[src/rtl/fifo_piso_reader.sv]
`default_nettype none
// ============================================================================
// Module      : fifo_piso_reader
// Description : Pops words from a FIFO and serializes them MSB first with
//               a valid/ready handshake, counting completed frames.
// Revision    : 1.0 - initial release
// ============================================================================
module fifo_piso_reader #(
  parameter int WIDTH = 8
) (
  input  logic             clk,
  input  logic             reset,
  input  logic [WIDTH-1:0] fifo_data,
  input  logic             fifo_empty,
  input  logic             fifo_push,
  output logic             fifo_pop,
  input  logic             ser_ready,
  output logic             ser_out,
  output logic             ser_valid,
  output logic             frame_start,
  output logic             busy,
  output logic [7:0]       byte_count
);

  localparam int unsigned          CNT_W      = (WIDTH > 1) ? $clog2(WIDTH) : 1;
  localparam logic [CNT_W-1:0]     c_LAST_BIT = CNT_W'(WIDTH - 1);

  typedef enum logic [1:0] {
    ST_IDLE    = 2'd0,
    ST_POP     = 2'd1,
    ST_CAPTURE = 2'd2,
    ST_SHIFT   = 2'd3
  } state_t;

  state_t           r_state;
  state_t           w_next;
  logic [WIDTH-1:0] r_shift;
  logic [CNT_W-1:0] r_bit_cnt;
  logic [7:0]       r_byte_cnt;
  logic             w_xfer;
  logic             w_last;

  assign w_xfer     = (r_state == ST_SHIFT) && ser_ready;
  assign w_last     = w_xfer && (r_bit_cnt == c_LAST_BIT);
  assign byte_count = r_byte_cnt;

  always_ff @(posedge clk) begin
    if (reset) begin
      r_state    <= ST_IDLE;
      r_shift    <= '0;
      r_bit_cnt  <= '0;
      r_byte_cnt <= '0;
    end else begin
      r_state <= w_next;
      if (r_state == ST_CAPTURE) begin
        r_shift   <= fifo_data;
        r_bit_cnt <= '0;
      end else if (w_xfer) begin
        r_shift   <= {r_shift[WIDTH-2:0], 1'b0};
        r_bit_cnt <= r_bit_cnt + CNT_W'(1);
      end
      if (w_last) begin
        r_byte_cnt <= r_byte_cnt + 8'd1;
      end
    end
  end

  // A pop coinciding with a push is ignored by the FIFO, so POP retries.
  always_comb begin
    w_next      = r_state;
    fifo_pop    = 1'b0;
    ser_valid   = 1'b0;
    ser_out     = 1'b0;
    frame_start = 1'b0;
    busy        = (r_state != ST_IDLE);
    case (r_state)
      ST_IDLE: begin
        if (!fifo_empty) w_next = ST_POP;
      end
      ST_POP: begin
        fifo_pop = 1'b1;
        w_next   = fifo_push ? ST_POP : ST_CAPTURE;
      end
      ST_CAPTURE: begin
        w_next = ST_SHIFT;
      end
      ST_SHIFT: begin
        ser_valid   = 1'b1;
        ser_out     = r_shift[WIDTH-1];
        frame_start = (r_bit_cnt == '0);
        if (w_last) w_next = fifo_empty ? ST_IDLE : ST_POP;
      end
      default: w_next = ST_IDLE;
    endcase
  end

endmodule
`default_nettype wire
[config.mk]
export PLATFORM = sky130hd
export DESIGN_NAME = fifo_piso_reader
export DESIGN_NICKNAME = d
export VERILOG_FILES = /design/src/rtl/fifo_piso_reader.sv
export SDC_FILE = /design/constraint.sdc
export NUM_CORES = 1
export LEC_CHECK = 0
export CELL_PAD_IN_SITES_DETAIL_PLACEMENT = 1
export CELL_PAD_IN_SITES_GLOBAL_PLACEMENT = 2
export CORE_AREA = 2 2 51 77
export CTS_BUF_LIST = sky130_fd_sc_hd__clkbuf_4
export DETAILED_ROUTE_END_ITERATION = 12
export DIE_AREA = 0 0 53 79
export GPL_TIMING_DRIVEN = 0
export HOLD_SLACK_MARGIN = 0.06
export PLACE_DENSITY_LB_ADDON = 0.2
export SLEW_MARGIN = 20
export SYNTH_ARGS = -nofsm -noshare
export SYNTH_HDL_FRONTEND = slang
export SYNTH_SLANG_ARGS = --single-unit
[constraint.sdc]
create_clock -name clk -period 1.7 [get_ports clk]
set_input_delay 0.34 -clock clk [delete_from_list [all_inputs] [get_ports clk]]
set_output_delay 0.34 -clock clk [all_outputs]
set_load 0.005 [all_outputs]
==> run_1/final_congestion.png <==
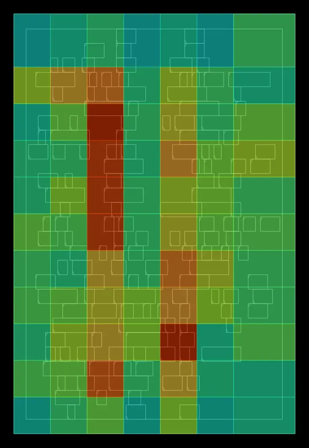
met2 Use GR: 25.0%
post-route core utilization: 39.3%
met1 Use GR: 16.3%

==> run_1/pdn.png <==
Scale: 6 px per µm. Pins as bars on the die edge.
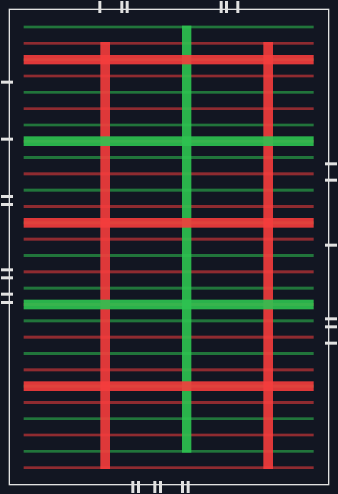
net	colour
VDD	green
VSS	red
met4 straps	3
rows	27

==> run_1/metal_stack.png <==
Scale: 8 px per µm. Only two layers are drawn.
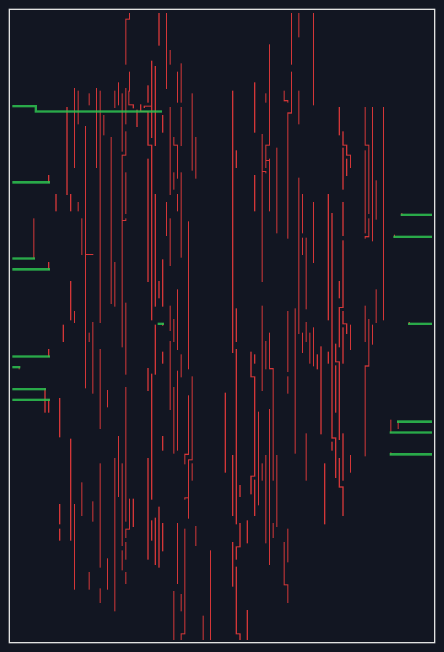
layer	colour	wire length
met2	red	1430 µm
met3	green	68.8 µm

==> CHANGELOG.md, run 1 <==
### Changed

- Status: finished clean
- Syn_area_per_cell: 8.60 µm²
- Final hold viol count: 0
- Critical Path AT: approximately 1.3 ns
- Area of the multi-input gates: 551 µm²
- Yosys warns: 0
- Most common reg cell: dfxtp_1
- Floorplan utilization: 28.1%
- Leading area contributor after synthesis: dfxtp_1
- # nets final: about 170
- R2R depth: 5
- DRT iter0 DRCs: 11
- Log Warnings: 27
- Reg2Reg Capture Point: byte_count[6]
- #FFs+latches synth: 21
- R2r startpoint: r_bit_cnt[0]
- Core footprint: 3550 µm²
- Clock period minus worst slack: between 1.5 and 2 ns
- Mapped Nets: 133
- Synth Seq Share: around 42%
- Htree depth: 1
- Total number of vias: 964
- Chip height: 79 µm
- Worst Setup Start Kind: flip-flop
- # Cells Yosys: 116
- Total GRT Usage: between 10% and 20%
- Clk_skew: 0.00498 ns
- Ant. Diodes: 0
- Post-DR vias/cell: between 5 and 6
- Pwr dens: 641 nW/µm²
- Bufs and invs on worst path: 1
- Setup crit end: byte_count[3]
- FF+latch area: about 430 µm²
- Drt pass-1 iters: 4
- Stages on worst setup path: 1
- Latency at later pin: 0.30 ns
- Slowest Stage Delay on Critical Path: 0.53 ns
- CTS tree: yes
- Pin count of the biggest net entering global routing: 13
- Max-slew headroom: 65.3%
- Die width: 53 µm
- Distinct lib cells used: 32
- Top cells by area: dfxtp_1 (42%), a21oi_1 (5.0%), ha_1 (5.0%)
- Finish-stage setup viols: 0
- Ys async rst share: 0%
-- run 1: report_power, final --
group | switching, mW | internal (mW) | leakage [nW]
Sequential | 0.00988 | 0.509 | 0.172
Clock | 0.151 | 0.0875 | 0.0177
Combinational | 0.0608 | 0.0756 | 0.355
-- run 1: layout by cell type (no fill, tap or decap), drive strengths merged --
cell type	count
clkbuf	7
nand4	2
or3	1
and2	1
clkinv	1
nand2b	3
inv	5
nor3	9
o31ai	4
and3b	1
or4	4
nor2	13
nor4	5
and2b	1
dlygate4sd2	3
nand2	2
o21ai	1
buf	7
and3	2
dfxtp	21
clkdlybuf4s15	1
nor3b	1
xnor2	1
xor2	1
clkdlybuf4s50	20
mux2	1
or2	1
ha	4
a22oi	3
a21oi	10
mux2i	4
nand3	6
nor2b	2
-- run 1: sequential cells by signal (all words and copies together), names as in the netlist, named ones only --
| signal | flops |
|---|---|
| r_state | 1 |
| r_bit_cnt | 3 |
| byte_count | 8 |
| r_shift | 8 |
-- run 1: metrics by stage --
stage | std cells | setup TNS [ns] | hold slack (ns) | setup slack, ns | area, µm²
after floorplan | 116 | 0 | 0.444 | 0.208 | 997
after global placement | 184 | -0.621 | 0.456 | -0.229 | 1300
after detailed placement | 184 | -0.816 | 0.465 | -0.253 | 1300
after CTS | 190 | 0 | 0.487 | 0.000216 | 1370
after global routing | 191 | 0 | 0.512 | 0.0111 | 1400
final | 191 | 0 | 0.485 | 0.101 | 1400
-- run 1: area by class of cell --
type,count,share of cell area [%]
Inverter,5,1.35
Clock inverter,1,0.359
Tap cell,43,3.86
Timing Repair Buffer,28,18.9
Clock buffer,3,1.61
Buffer,7,3.86
Multi-Input combinational cell,83,39.5
Sequential cell,21,30.6
-- run 1: worst min path at each step --
stage | cells past startpoint | endpoint | slack (ns) | startpoint
3_3_place_gp | 2 | r_shift[5] | 0.46 | r_shift[5]
6_report | 2 | r_shift[5] | 0.48 | r_shift[5]
3_5_place_dp | 2 | r_shift[7] | 0.47 | r_shift[7]
2_1_floorplan | 2 | r_shift[7] | 0.44 | r_shift[7]
5_1_grt | 2 | r_shift[7] | 0.51 | r_shift[7]
4_1_cts | 2 | r_shift[7] | 0.49 | r_shift[7]
-- run 1: logic make-up (layout without fill, tap and decap cells) --
group / Yosys count / in the layout / share of synthesized area, %
fa+ha+maj: 4 / 4 / 5.02
flops: 21 / 21 / 42.2
simple gates: 54 / 54 / 29.9
compound gates: 18 / 18 / 10.8
buf+inv: 12 / 44 / 5.27
xor+xnor: 2 / 2 / 1.76
mux: 5 / 5 / 5.14
-- run 1: routing by layer --
| layer | track usage [%] | up-vias | share of wire (%) |
|---|---|---|---|
| li1 | - | 480 | - |
| met1 | 16.3 | 468 | 41 |
| met2 | 25.0 | 14 | 55 |
| met3 | 1.13 | 2 | 2.6 |
| met4 | 5.38 | 0 | 1.0 |
| met5 | 0 | - | 0 |
-- run 1: what timing repair did --
action / in CTS / in global routing
setup endpoints to repair: 6 / 9
resized: 15 / 8
pin swaps: 0 / 0
setup buffers: 2 / 1
-- run 1: worst register-to-register path, stage by stage (launching register included) --
cell     delay (ns)
dfxtp_2        0.37
ha_1           0.15
ha_1           0.18
nand4_4        0.17
or4_1          0.51
a21oi_1        0.15
==> run_1/density.png <==
Scale: 4 px per µm. The die is cut into 5 by 8 equal tiles; white is low, dark blue is high, 0 to 100% covered.
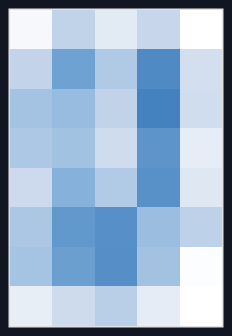

==> run 1 -> run 2 <==
- RECOVER_POWER: default -> 100
==> run_2/density.png <==
Scale: 4 px per µm. The die is cut into 5 by 8 equal tiles; white is low, dark blue is high, 0 to 100% covered.
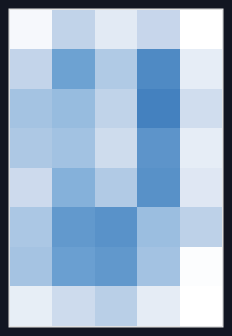
fullest tile	67%
densest ninth of the die	south
emptiest ninth of the die	south-east

==> run_2/clock_map.png <==
Scale: 8 px per µm.
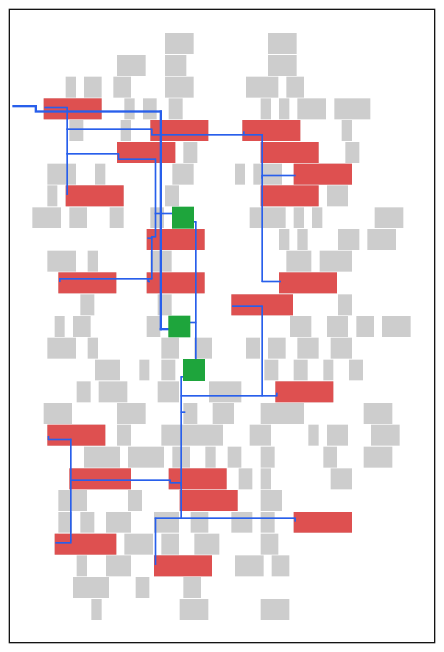
[clock wires] blue | length: 281 µm
[flip-flops] red | count: 21
[cells driving clock nets] green | count: 3
routed clock nets	4
Latency at later pin: 0.30 ns
clk_skew: 0.00147 ns
P_clk: 0.242 mW
clock share of power: 27.1%

==> run_2/pdn.png <==
Scale: 6 px per µm. Pins as bars on the die edge.
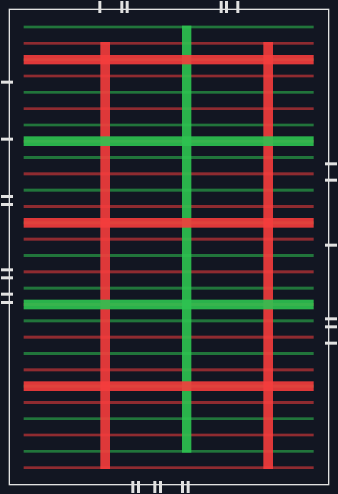
net	colour
VSS	red
VDD	green
met5 straps	5
met4 straps	3
rows	27

==> run 2 against run 1 <==
Effect of this change:
- routed wire length rose by 0.12%
- power up 0.18%
- clock power about the same
- count of clock-buffer cells in the layout did not move
- cell count is the same
- maximum frequency shrank 0.35%
- combinational power barely moved
- sequential cell count unchanged
- setup slack got worse by 0.0056 ns
- cell area is 0.99% lower
- sequential share of layout area is 0.12 points higher
- highest routed layer unchanged
==> CHANGELOG.md, run 2 <==
### Changed

- Vias in the first global route: around 980
- Total number of vias: between 900 and 1000
- FF+latch area: 424 µm²
- Core footprint: 3550 µm²
- WHS: 0.481 ns
- #FFs+latches synth: 21
- Post-DR vias/cell: 5.04
- Area of placed instances: ~1300 µm²
- Period utilization: 94.4%
- First-pass GRT wire length: 4.41 mm
- Chip height: 79 µm
- # Cells Yosys: ~120
- Total GRT Usage: about 14%
- Critical Path AT: 1.27 ns
- Pre-CTS setup slack: -0.253 ns
- Finish-stage setup viols: 0
- Mapped Nets: around 130
- Yosys warns: 0
- Syn_area_per_cell: roughly 8.6 µm²
- Total Power: 0.896 mW
- Post-detailed-route count of antenna-violating nets: 0
- R2R depth: 5
- # nets final: 166
- Clock period minus worst slack: between 1.5 and 2 ns
- Log Warnings: 27
- Ys async rst share: 0%
- Htree depth: 1
- Max-slew headroom: 64.6%
- TNS Setup: 0 ns
- Mapped Cells: 116
- Top cells by area: dfxtp_1 (42%), a21oi_1 (5.0%), ha_1 (5.0%)
- CTS tree: yes
- Pwr dens: 649 nW/µm²
- DRT iter0 DRCs: 12
- Fin area: ~1400 µm²
- Worst Setup Start Kind: flip-flop
- Post-CTS Hold Buffers: 0
- Status: finished clean
- Slowest Stage Delay on Critical Path: 0.53 ns
- Hold WC Path Type: flip-flop to flip-flop
- Pin count of the biggest net entering global routing: 13
- Hold path depth: 2
- CP Class: flip-flop to output pin
- Floorplan utilization: 28.1%
- Bufs and invs on worst path: 1
- Fin worst setup slack: 0.0950 ns
- Area of the multi-input gates: about 540 µm²
- Distinct lib cells used: 32
- Commonest Layout Cell: dfxtp_1
- Leading area contributor after synthesis: dfxtp_1
- Die width: 53 µm
- Drt pass-1 iters: 4
- Synth Seq Share: a little over two fifths
- Final hold viol count: 0
- Post-synth EDFFs: 0
- Stages on worst setup path: 1
- Most common reg cell: dfxtp_1
- Top logic cells by instance count in the layout: dfxtp_1 (18), clkdlybuf4s50_1 (16), nor2_1 (13)
- Ant. Diodes: 0
- Crit path DRT: between 1 and 1.5 ns
## run 2: cell counts after synthesis
Identical to the previous run, type by type.
## run 2: cell type report
type	count	share of cell area, %
inverters	5	1.36
clock buffers	3	1.63
plain buffers	7	3.89
repair buffers	28	19.1
well taps	43	3.89
clock inverters	1	0.362
flip-flops and latches	21	30.7
multi-input cells	83	39.0
## run 2: per-stage QoR
stage / utilization, % / std cells
after floorplan: - / 116
after global placement: 36.7 / 184
after detailed placement: 36.7 / 184
after CTS: 38.7 / 190
after global routing: 38.9 / 191
final: 38.9 / 191
## run 2: what timing repair did
action                                  CTS  global route
endpoints found under the setup margin    6             9
gates resized                            15             8
setup buffers                             2             1
## run 2: kinds of logic after synthesis
group | share of synthesized area, %
flip-flops | 42.2
multiplexers | 5.14
AND/OR/NAND/NOR | 29.9
XOR/XNOR | 1.76
buffers and inverters | 5.27
adder cells (fa/ha/maj) | 5.02
AND-OR/OR-AND | 10.8
## run 2: power breakdown
part           internal (mW)  switching (mW)
combinational         0.0743          0.0605
sequential             0.509         0.00996
clock                 0.0876           0.155
## run 2: path summary, 6_finish.rpt
path / startpoint / endpoint / slack, ns
worst max-delay path: byte_count[3] / byte_count[3] / 0.09
worst min-delay path: r_shift[7] / r_shift[7] / 0.48
worst min register to register: r_shift[7] / r_shift[7] / 0.48
worst max register to register: r_bit_cnt[0] / byte_count[7] / 0.12
## run 2: per-layer routing
metal | vias to the layer above | GRT usage [%] | wire length (µm)
met1 | 466 | 16.3 | 1080
met2 | 14 | 25.0 | 1420
met4 | 0 | 5.38 | 27
met3 | 2 | 1.13 | 70
li1 | 481 | - | -
met5 | - | 0 | 0
Power is estimated from default activity; no workload was simulated.
